**src/rtl/cam_vga_pkg.sv**
```systemverilog
// Shared constants for the camera-to-VGA read path: scale codes, RGB332
// colours and the vertical tracking state encoding.
package cam_vga_pkg;

  localparam logic [1:0] SCALE_X1 = 2'd0;
  localparam logic [1:0] SCALE_X2 = 2'd1;
  localparam logic [1:0] SCALE_X4 = 2'd2;

  localparam logic [7:0] RED   = 8'hE0;
  localparam logic [7:0] GREEN = 8'h1C;
  localparam logic [7:0] BLUE  = 8'h03;
  localparam logic [7:0] BLACK = 8'h00;

  typedef enum logic [1:0] {
    ST_WAIT_FRAME,
    ST_ABOVE,
    ST_IN_WIN,
    ST_BELOW
  } vstate_t;

  // Scale code to log2 of the upscale factor; the reserved code maps to x1.
  function automatic logic [1:0] scale_shift(input logic [1:0] scale);
    case (scale)
      SCALE_X2: return 2'd1;
      SCALE_X4: return 2'd2;
      default:  return 2'd0;
    endcase
  endfunction

endpackage

```
**src/rtl/scaled_row_counter.sv**
```systemverilog
// Vertical window tracker: decides whether the current line lies inside the
// scaled window and keeps the source row base address without a multiplier.
module scaled_row_counter
  import cam_vga_pkg::*;
#(
  parameter int AW     = 15,
  parameter int SRC_W  = 160,
  parameter int SRC_H  = 120,
  parameter int DISP_H = 480
) (
  input  logic          clk,
  input  logic          rst,
  input  logic          frame_start,
  input  logic [8:0]    pos_y,
  input  logic [1:0]    shift,
  input  logic [8:0]    win_y,
  output logic [AW-1:0] row_base,
  output logic          in_win
);

  vstate_t       state_reg, state_next, state_eff;
  logic [AW-1:0] row_base_reg, row_base_next;
  logic [1:0]    sub_row_reg, sub_row_next;
  logic [8:0]    pos_y_reg;
  logic          new_line;
  logic [11:0]   dy;
  logic [11:0]   win_h;
  logic [1:0]    sub_max;

  // Outputs describe the line currently presented, so the next-state values
  // are what the address path consumes in this same cycle.
  always_comb begin
    new_line      = (pos_y != pos_y_reg);
    dy            = {3'b000, pos_y} - {3'b000, win_y};
    win_h         = 12'(SRC_H) << shift;
    sub_max       = 2'((3'd1 << shift) - 3'd1);
    state_eff     = frame_start ? ST_ABOVE : state_reg;
    state_next    = state_eff;
    row_base_next = frame_start ? '0 : row_base_reg;
    sub_row_next  = frame_start ? '0 : sub_row_reg;
    case (state_eff)
      ST_ABOVE: begin
        if (pos_y == win_y && {3'b000, pos_y} < 12'(DISP_H)) begin
          state_next    = ST_IN_WIN;
          row_base_next = '0;
          sub_row_next  = '0;
        end
      end
      ST_IN_WIN: begin
        if (new_line) begin
          if (dy >= win_h || {3'b000, pos_y} >= 12'(DISP_H)) begin
            state_next = ST_BELOW;
          end else if (sub_row_reg == sub_max) begin
            sub_row_next  = '0;
            row_base_next = row_base_reg + AW'(SRC_W);
          end else begin
            sub_row_next = sub_row_reg + 2'd1;
          end
        end
      end
      default: ;
    endcase
  end

  assign in_win   = (state_next == ST_IN_WIN);
  assign row_base = row_base_next;

  always_ff @(posedge clk) begin
    if (rst) begin
      state_reg    <= ST_WAIT_FRAME;
      row_base_reg <= '0;
      sub_row_reg  <= '0;
      pos_y_reg    <= '0;
    end else begin
      state_reg    <= state_next;
      row_base_reg <= row_base_next;
      sub_row_reg  <= sub_row_next;
      pos_y_reg    <= pos_y;
    end
  end

endmodule

```
**src/rtl/frame_scaler_reader.sv**
```systemverilog
// Maps VGA raster positions onto an upscaled camera window in the frame
// buffer and formats the returned pixel, with border colour outside it.
module frame_scaler_reader
  import cam_vga_pkg::*;
#(
  parameter int AW      = 15,
  parameter int DW      = 8,
  parameter int SRC_W   = 160,
  parameter int SRC_H   = 120,
  parameter int DISP_W  = 640,
  parameter int DISP_H  = 480,
  parameter int RAM_LAT = 1
) (
  input  logic          clk,
  input  logic          rst,
  input  logic [1:0]    scale,
  input  logic [9:0]    win_x,
  input  logic [8:0]    win_y,
  input  logic [DW-1:0] border_color,
  input  logic [9:0]    posX,
  input  logic [8:0]    posY,
  output logic [AW-1:0] mem_addr,
  input  logic [DW-1:0] mem_data,
  output logic [DW-1:0] pixel_out,
  output logic          in_window,
  output logic          frame_start
);

  if (SRC_W * SRC_H > (1 << AW)) begin : g_addr_width_check
    $error("frame_scaler_reader: SRC_W*SRC_H does not fit in AW address bits");
  end
  if (RAM_LAT < 1) begin : g_ram_lat_check
    $error("frame_scaler_reader: RAM_LAT must be at least 1");
  end

  logic          prev_origin_reg;
  logic [1:0]    scale_reg;
  logic [9:0]    win_x_reg;
  logic [8:0]    win_y_reg;
  logic [DW-1:0] border_reg;

  logic          at_origin;
  logic          fs_now;
  logic [1:0]    shift_eff;
  logic [9:0]    win_x_eff;
  logic [8:0]    win_y_eff;
  logic [10:0]   rx;
  logic [10:0]   win_w;
  logic [10:0]   sx;
  logic          h_hit;
  logic          hit;
  logic          row_in_win;
  logic [AW-1:0] row_base;
  logic [AW-1:0] addr_next;
  logic          hit_dly;

  // The frame-start pixel itself must already see the new configuration,
  // so the incoming values bypass the shadow registers on that one cycle.
  always_comb begin
    at_origin = (posX == '0) && (posY == '0);
    fs_now    = at_origin && !prev_origin_reg;
    shift_eff = scale_shift(fs_now ? scale : scale_reg);
    win_x_eff = fs_now ? win_x : win_x_reg;
    win_y_eff = fs_now ? win_y : win_y_reg;
    rx        = {1'b0, posX} - {1'b0, win_x_eff};
    win_w     = 11'(SRC_W) << shift_eff;
    sx        = rx >> shift_eff;
    h_hit     = (posX >= win_x_eff) && (rx < win_w) && ({1'b0, posX} < 11'(DISP_W));
    hit       = row_in_win && h_hit;
    addr_next = hit ? (row_base + AW'(sx)) : '0;
  end

  scaled_row_counter #(
    .AW     (AW),
    .SRC_W  (SRC_W),
    .SRC_H  (SRC_H),
    .DISP_H (DISP_H)
  ) u_row_counter (
    .clk         (clk),
    .rst         (rst),
    .frame_start (fs_now),
    .pos_y       (posY),
    .shift       (shift_eff),
    .win_y       (win_y_eff),
    .row_base    (row_base),
    .in_win      (row_in_win)
  );

  // Hit flag delay line: stage 0 lines up with mem_addr, the last stage
  // with mem_data RAM_LAT cycles later.
  genvar gi;
  generate
    for (gi = 0; gi <= RAM_LAT; gi++) begin : g_hit_dly
      logic stage_reg;
      logic stage_in;
      if (gi == 0) begin : g_head
        assign stage_in = hit;
      end else begin : g_tail
        assign stage_in = g_hit_dly[gi-1].stage_reg;
      end
      always_ff @(posedge clk) begin
        if (rst) stage_reg <= 1'b0;
        else     stage_reg <= stage_in;
      end
    end
  endgenerate

  assign hit_dly = g_hit_dly[RAM_LAT].stage_reg;

  always_ff @(posedge clk) begin
    if (rst) begin
      prev_origin_reg <= 1'b0;
      scale_reg       <= SCALE_X1;
      win_x_reg       <= '0;
      win_y_reg       <= '0;
      border_reg      <= '0;
      mem_addr        <= '0;
      frame_start     <= 1'b0;
      pixel_out       <= '0;
      in_window       <= 1'b0;
    end else begin
      prev_origin_reg <= at_origin;
      if (fs_now) begin
        scale_reg  <= scale;
        win_x_reg  <= win_x;
        win_y_reg  <= win_y;
        border_reg <= border_color;
      end
      mem_addr    <= addr_next;
      frame_start <= fs_now;
      pixel_out   <= hit_dly ? mem_data : border_reg;
      in_window   <= hit_dly;
    end
  end

endmodule

```
**config.mk**
```make
export PLATFORM = sky130hd
export DESIGN_NAME = frame_scaler_reader
export DESIGN_NICKNAME = d
export VERILOG_FILES = /design/src/rtl/cam_vga_pkg.sv /design/src/rtl/scaled_row_counter.sv /design/src/rtl/frame_scaler_reader.sv
export SDC_FILE = /design/constraint.sdc
export NUM_CORES = 1
export LEC_CHECK = 0
export ABC_AREA = 1
export CAP_MARGIN = 20
export CORE_MARGIN = 4
export CORE_UTILIZATION = 50
export CTS_CLUSTER_DIAMETER = 80
export CTS_CLUSTER_SIZE = 30
export DETAILED_ROUTE_END_ITERATION = 12
export PLACE_DENSITY = 0.83
export SYNTH_ARGS = -nofsm -noshare
export SYNTH_HDL_FRONTEND = slang
export SYNTH_SLANG_ARGS = --single-unit
```
**constraint.sdc**
```tcl
create_clock -name clk -period 19.5 [get_ports clk]
set_clock_uncertainty 0.05 [all_clocks]
set_input_delay 4.875 -clock clk [delete_from_list [all_inputs] [get_ports clk]]
set_output_delay 4.875 -clock clk [all_outputs]
set_load 0.01 [all_outputs]
```
### Signal metal coverage by tile, run 1

Drawn at 3 px/um. 22 x 22 tiles, from dark blue (low) to red (high), scaled to the fullest tile. Values are wire area over tile area, all layers added.
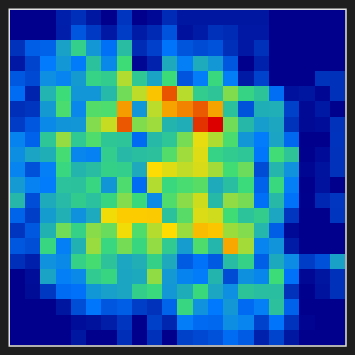
nearly empty tiles	17%
tiles over half the peak	17%
emptiest ninth of the die	upper right

### Routing congestion map, run 1

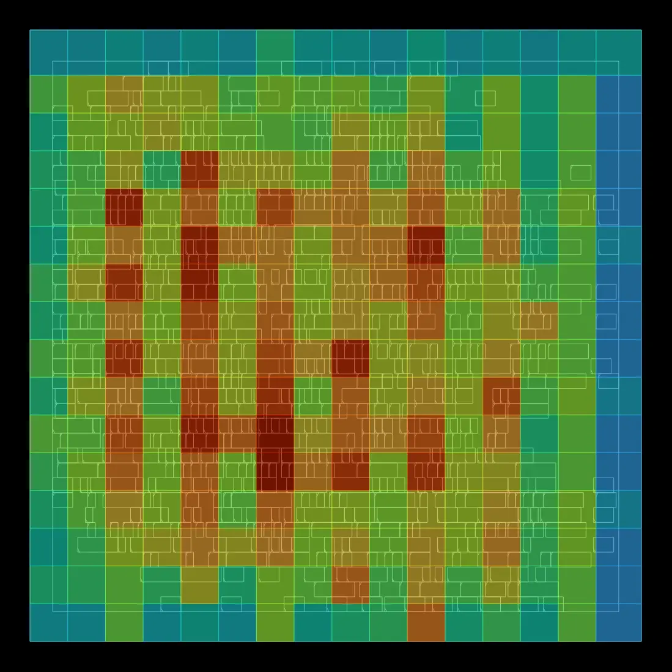
final core occ: 0.630
GRT met2 Usage: 0.330
M3 GR Usage: 0.0288
total track usage: 0.198

==> out/metrics.yaml, run 1 <==
floorplan:
  tap_cells: 136
  die_width_um: 112
  fp_util: 0.517
  rows: 37
  die_y_um: 112
finish:
  final-seq-area_um2: 1700
  lay_top_cells: "nand2_1 (118), inv_1 (102), nor2_1 (91)"
  finish.net_count: 936
  comb_share: 0.486
  final_layout_size_suffix_gt1_frac: 0.0683
  logic_gates: 537
  signal_buffers: 84
  non_clock_inverter_count: 112
  layout_top_cell: "nand2_1"
  final_cells: 970
logic_synthesis:
  ys_cells: 753
  synth-xor-area-share: 0.0439
  top_area_frac: 0.316
  adder_share: 0.118
  yosysUniqueCellTypes: 49
  compound_area_frac: 0.163
  top_area_cell: "dfxtp_1"
  synthesis.nets: 860
  synth_cells: 753
  numSynthFlops: 85
  yosys_area_um2: 5390
  synth.area.mux_share: 0.0316
  flop_cell: "dfxtp_1"
final_timing:
  rsz0062_at_grt: "false"
  hold_viol: 0
  max_freq_mhz: 85.1
  slew_headroom: 0.343
  setup_viol: 0
  holdWs_ns: 0.354
  slew_viol_final: 0
outcome:
  outcome: "completed"
cts:
  cts_buffers: 9
  cts_resized: 0
  tritoncts: "done"
  clock.latency.late_pin_ns: 0.36
  cts_buffer_depth: 2
  post-cts-setup-buffers: 0
  cts_sinks: 85
  cts_hold_buf: 0
critical_path:
  reg2reg_from: "prev_origin_reg"
  r2r_end: "mem_addr[13]"
  worstSetupEndpoint: "mem_addr[13]"
  crit_fanout: 18
  crit_top_cell: "nand2_1"
  cp-startpoint: "posX[1]"
  cp.arrival_ns: 12.01
  crit_family: "AND-OR/OR-AND gates"
  rr_worst_depth: 44
  critPathKind: "primary input to register"
  r2r_slack_ns: 12.62
place:
  port_buffers: 82
  dp.cells: 954
  place_area_um2: 6310
  hpwl_um: 9320
job:
  openroad.warnings: 29
  max_cap_violations: 0
routing:
  drc: 0
  routedWlPerCell_um: 12.6
  drtIter0Drc: 163
  drtAntennaViolNets: 0
  viasPerCell: 5.07
grt:
  gr-total-overflow: 0
  first_global_vias: 4497
  grt_max_degree: 52
power_and_ir_drop:
  power_uw: 388
hold_path:
  hold-path-endpoint: "g_hit_dly[1].stage_reg"
  hold_path.class: "register to register"
  hp-start: "g_hit_dly[0].stage_reg"
### Met3 routing, run 1

Drawn at 4 px/um.
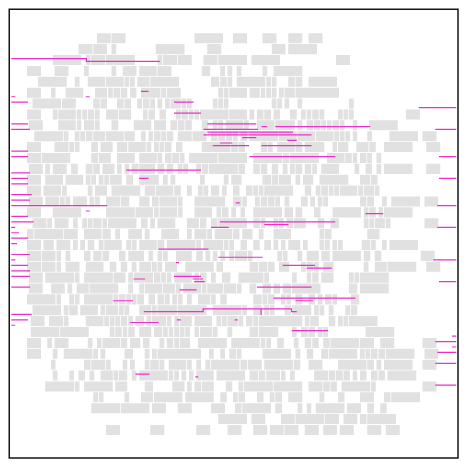
nets with wire on the layer	74
share of all routed wire	4.9%

### Pin placement, run 1

Drawn at 4 px/um. Pins as bars across the die edge, other pins in gray.
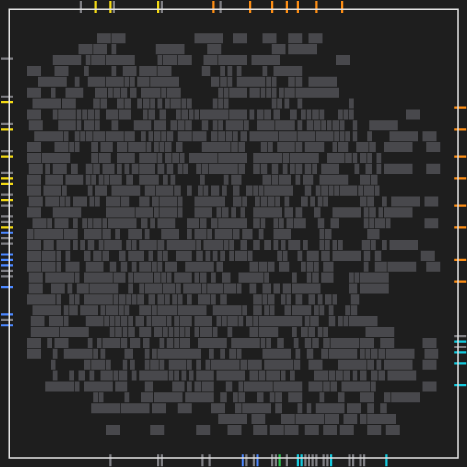
port	color	pins	direction	edge
pixel_out	cyan	8	output	4 bottom, 4 right
win_y	blue	9	input	7 left, 2 bottom
mem_addr	orange	15	output	8 right, 7 top
in_window	green	1	output	bottom
posX	yellow	10	input	7 left, 3 top
all pins by edge	28 left, 27 bottom, 14 right, 14 top

## run 1: per-layer routing
metal,track usage,share of wire,routed length (um),up-vias
li1,-,-,-,2607
met1,0.261,0.46,5590,2173
met2,0.330,0.47,5740,119
met3,0.0288,0.049,595,20
met4,0.0706,0.022,263,0
met5,0,0,0,-
## run 1: power breakdown
part / internal, uW / leakage, uW / total (uW) / switching, uW
Sequential: 174 / 0.000687 / 175 / 0.409
Clock: 87.4 / 0.000127 / 160 / 72.4
Combinational: 24.7 / 0.00221 / 53.8 / 29.0
## run 1: worst min-delay path: stages, from the launching register on
cell	delay [ns]
dfxtp_1	0.31
inv_1	0.04
nor2_1	0.03
==> run 2: changes to the inputs <==
==> constraint.sdc (replaced) <==
create_clock -name clk -period 11.1 [get_ports clk]
set_clock_uncertainty 0.05 [all_clocks]
set_input_delay 2.775 -clock clk [delete_from_list [all_inputs] [get_ports clk]]
set_output_delay 2.775 -clock clk [all_outputs]
set_load 0.01 [all_outputs]
### Met3 routing, run 2

Drawn at 4 px/um.
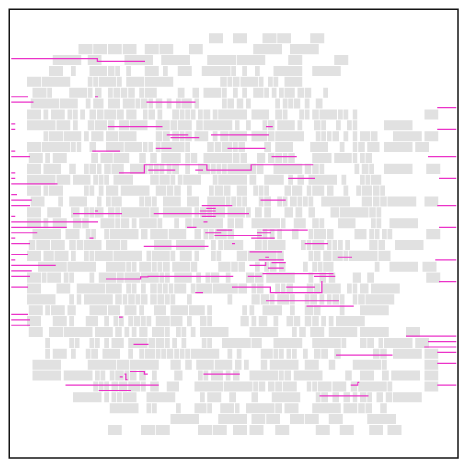
nets with wire on the layer	84
longest straight run	23.5 um
share of all routed wire	5.8%
wire length on this layer	736 um
main direction	horizontal

### Signal wires on met2, run 2

Drawn at 4 px/um.
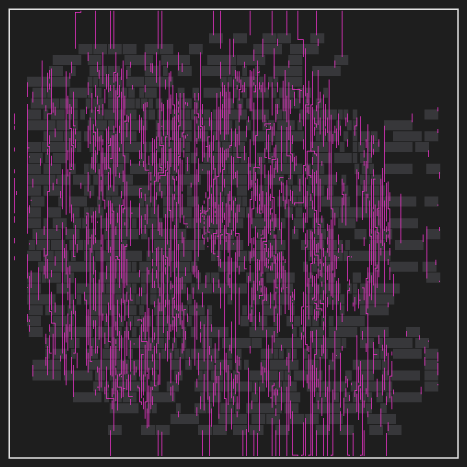
wire length on this layer	6100 um
longest straight run	45.7 um
nets with wire on the layer	752
share of all routed wire	48%
main direction	vertical

==> out/metrics.yaml, run 2 <==
routing:
  routed.top_layer: "met4"
  drc: 0  # unchanged
  drtIter0Drc: 199  # +22%
  wl_met3_um: 735  # +24%
  routedWlPerCell_um: 13.0  # +3.9%
  viasPerCell: 5.16  # +1.8%
final_timing:
  max_freq_mhz: 110
  hold_viol: 0  # unchanged
  holdWs_ns: 0.361  # +0.00673 ns
  rsz0062_at_grt: "false"
  slew_headroom: 0.590  # +0.247
  slew_viol_final: 0  # unchanged
hold_path:
  hold-path-endpoint: "g_hit_dly[1].stage_reg"
  hp-start: "g_hit_dly[0].stage_reg"
  hold_path.class: "register to register"
finish:
  logic_gates: 537  # unchanged
  layout_top_cell: "nand2_1"
  finish.net_count: 938  # +0.21%
  final_layout_size_suffix_gt1_frac: 0.0706  # +0.00223
  final_cells: 972  # +0.21%
  lay_top_cells: "nand2_1 (118), inv_1 (102), nor2_1 (91)"
  final-seq-area_um2: 1700  # unchanged
  post-route-util: 0.627  # -0.00348
  signal_buffers: 86  # +2.4%
critical_path:
  r2r_slack_ns: 4.90  # -7.72 ns
  reg2reg_from: "prev_origin_reg"
  r2r_end: "mem_addr[13]"
  cp-startpoint: "posY[1]"
  crit_top_cell: "nor2_1"
  rr_worst_depth: 40  # -9.1%
job:
  openroad.warnings: 29  # unchanged
cts:
  cts_sinks: 85  # unchanged
  post-cts-setup-buffers: 0  # unchanged
  cts_buffers: 9  # unchanged
  cts_hold_buf: 0  # unchanged
  clock.latency.late_pin_ns: 0.38  # +0.02 ns
  cts_buffer_depth: 2  # unchanged
  cts_resized: 0  # unchanged
grt:
  grt_use_total: 0.203  # +0.00549
  gr-total-overflow: 0  # unchanged
  first_global_vias: 4678  # +4.0%
  grt_most_used_layer: "met2"
  met3_usage: 0.0413  # +0.0125
  use_met1: 0.259  # -0.00250
  globalRouteMet2Util: 0.353  # +0.0232
floorplan:
  die_width_um: 112  # unchanged
  tap_cells: 136  # unchanged
  die_y_um: 112  # unchanged
  rows: 37  # unchanged
  fp_util: 0.517  # unchanged
power_and_ir_drop:
  power_uw: 629  # +62%
logic_synthesis:
  synth_cells: 753  # unchanged
  flop_cell: "dfxtp_1"
  ys_cells: 753  # unchanged
  yosys_area_um2: 5390  # unchanged
  top_area_frac: 0.316  # unchanged
  numSynthFlops: 85  # unchanged
  yosysUniqueCellTypes: 49  # unchanged
  synthesis.nets: 860  # unchanged
place:
  hpwl_um: 9480  # +1.7%
  dp.cells: 956  # +0.21%
outcome:
  outcome: "completed"
[run 2: power by group]
part	internal (uW)	leakage [uW]	total (uW)	switching, uW
clock network	89.6	0.000103	227	138
logic	43.6	0.00223	94.8	51.2
registers	306	0.000687	307	0.754
total	440	0.00301	629	190
[run 2: logic make-up (layout without fill, tap and decap cells)]
logic type	Yosys count	after routing	share of synthesized area
and+or+nand+nor	288	288	0.235
AOI/OAI and AO/OA	156	156	0.163
buffers and inverters	131	214	0.0920
DFF	85	85	0.316
adders and majority gates	49	49	0.118
xor gates and xnor gates	27	27	0.0439
muxes	17	17	0.0316
### Pin placement, run 2

Drawn at 4 px/um. Pins as bars across the die edge, other pins in gray.
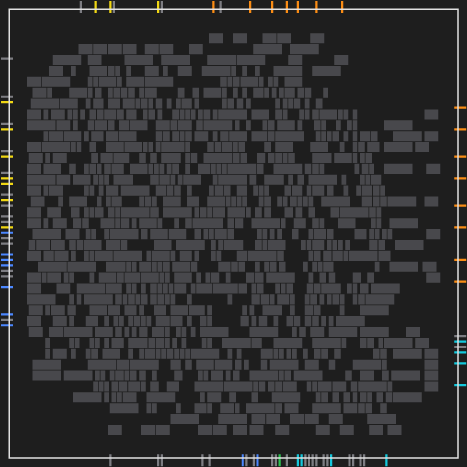

==> run 3: changes to the inputs <==
--- a/config.mk
+++ b/config.mk
@@ -12,7 +12,7 @@
 export CTS_CLUSTER_DIAMETER = 80
 export CTS_CLUSTER_SIZE = 30
 export DETAILED_ROUTE_END_ITERATION = 12
-export PLACE_DENSITY = 0.83
+export PLACE_DENSITY = 0.86
 export SYNTH_ARGS = -nofsm -noshare
 export SYNTH_HDL_FRONTEND = slang
 export SYNTH_SLANG_ARGS = --single-unit
==> constraint.sdc (replaced) <==
create_clock -name clk -period 8.1 [get_ports clk]
set_clock_uncertainty 0.05 [all_clocks]
set_input_delay 2.025 -clock clk [delete_from_list [all_inputs] [get_ports clk]]
set_output_delay 2.025 -clock clk [all_outputs]
set_load 0.01 [all_outputs]
### Pin placement, run 3

Drawn at 4 px/um. Pins as bars across the die edge, other pins in gray.
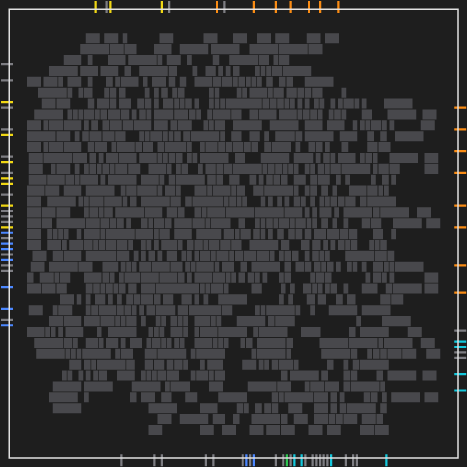
port	color	pins	direction	edge
in_window	green	1	output	bottom
posX	yellow	10	input	7 left, 3 top
mem_addr	orange	15	output	8 right, 7 top
pixel_out	cyan	8	output	4 bottom, 4 right
win_y	blue	9	input	7 left, 2 bottom

==> out/metrics.yaml, run 3 <==
grt:
  gr-total-overflow: 0  # unchanged
  first_global_vias: 5089  # +8.8%
  globalRouteMet2Util: 0.365  # +0.0120
logic_synthesis:
  synthesis.nets: 860  # unchanged
  flop_cell: "dfxtp_1"
  synth-xor-area-share: 0.0439  # unchanged
  synth_cells: 753  # unchanged
  top_area_frac: 0.316  # unchanged
  adder_share: 0.118  # unchanged
  synth_top_cell_by_count: "nand2_1"
  synth.area.mux_share: 0.0316  # unchanged
  yosysUniqueCellTypes: 49  # unchanged
  netlist_top_cells_area: "dfxtp_1 (32%), ha_1 (11%), nand2_1 (8.2%)"
  yosys_area_um2: 5390  # unchanged
  numSynthFlops: 85  # unchanged
  ys_cells: 753  # unchanged
  ys_top_logic_family: "simple AND/OR/NAND/NOR gates"
  simple_gate_share: 0.235  # unchanged
  compound_area_frac: 0.163  # unchanged
power_and_ir_drop:
  power_frac_seq: 0.472  # -0.016
  pg_comb_uw: 143  # +51%
  clk-power_uw: 327  # +44%
  power_frac_comb: 0.161  # +0.010
  intPower_uw: 642  # +46%
  p_switching_uw: 250  # +32%
  switching_share: 0.280  # -0.0209
  power.share.clock: 0.367  # +0.006
  power_leader: "sequential cells"
  power_uw: 892  # +42%
  pg_seq_uw: 421  # +37%
floorplan:
  die_y_um: 112  # unchanged
  rows: 37  # unchanged
  fp_util: 0.517  # unchanged
  die_width_um: 112  # unchanged
cts:
  cts_buffer_depth: 2  # unchanged
  clock.latency.late_pin_ns: 0.37  # about the same
  cts_resized: 0  # unchanged
  post-cts-setup-buffers: 0  # unchanged
  cts_buffers: 9  # unchanged
  cts_sinks: 85  # unchanged
  cts_hold_buf: 0  # unchanged
critical_path:
  r2r_slack_ns: 2.55  # -2.35 ns
  crit_top_cell: "nand2_1"
  critPathLaunchType: "primary input"
  rr_worst_depth: 45  # +13%
  cp-startpoint: "posY[1]"
  reg2reg_from: "prev_origin_reg"
  r2r_end: "mem_addr[13]"
place:
  place.gp.congestion: 0.888
  dp.cells: 999  # +4.5%
  hpwl_um: 9860  # +4.0%
final_timing:
  finalCritPeriodShare: 0.939
  slew_headroom: 0.606  # +0.0156
  slew_viol_final: 0  # unchanged
  max_freq_mhz: 131
  hold_viol: 0  # unchanged
finish:
  finish.net_count: 984  # +4.9%
  post-route-util: 0.671  # +0.0447
  layout_top_cell: "nand2_1"
  final_layout_size_suffix_gt1_frac: 0.138  # +0.0677
  lay_top_cells: "nand2_1 (114), inv_1 (102), nor2_1 (86)"
  final_cells: 1018  # +4.7%
  final-seq-area_um2: 1700  # unchanged
routing:
  drtAntennaViolNets: 0
  wl_met3_um: 677  # -7.9%
  drtIter0Drc: 222  # +12%
  drc: 0  # unchanged
  routed.top_layer: "met4"
  viasPerCell: 5.19  # +0.54%
outcome:
  outcome: "completed"
job:
  openroad.warnings: 29  # unchanged
hold_path:
  hp-start: "g_hit_dly[0].stage_reg"
  hold-path-endpoint: "g_hit_dly[1].stage_reg"
  hold_path.class: "register to register"
### Routing congestion map, run 3

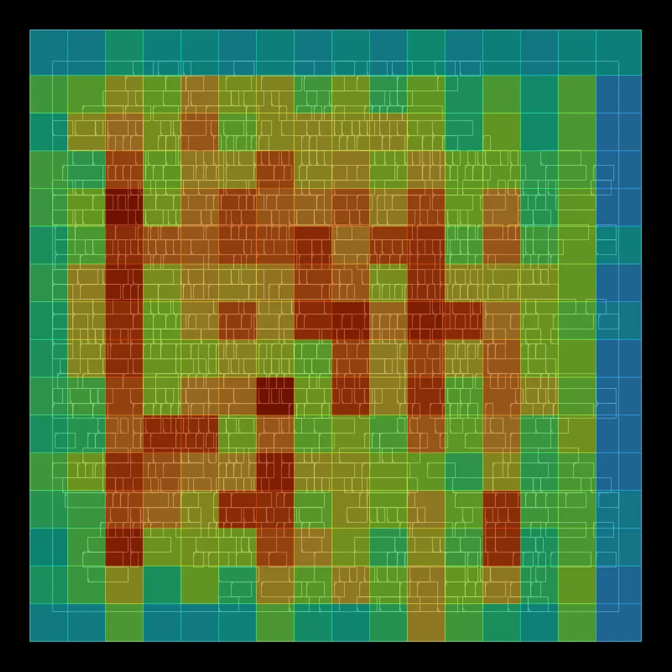
M3 GR Usage: 0.0348
wire length per cell: 13.0 um
grt peak-use layer: met2
total track usage: 0.209
met1 Usage GRT: 0.256

-- run 3: cell counts after synthesis --
Identical to the previous run, type by type.
-- run 3: layout make-up --
cell class | instances | area share
Timing Repair Buffer | 132 | 0.174
Clock inverter | 6 | 0.0100
Inverter | 112 | 0.0601
Clock buffer | 10 | 0.0197
Sequential cell | 85 | 0.243
Tap cell | 136 | 0.0243
Multi-Input combinational cell | 537 | 0.468
-- run 3: stage by stage --
| stage | setup TNS [ns] | hold WS, ns |
|---|---|---|
| 6_report | 0 | 0.363 |
| 5_1_grt | -0.134 | 0.405 |
| 4_1_cts | 0 | 0.364 |
| 3_5_place_dp | 0 | 0.349 |
| 3_3_place_gp | 0 | 0.345 |
| 2_1_floorplan | 0 | 0.338 |
Power figures rest on the tool's default switching activity, not on a simulated workload.
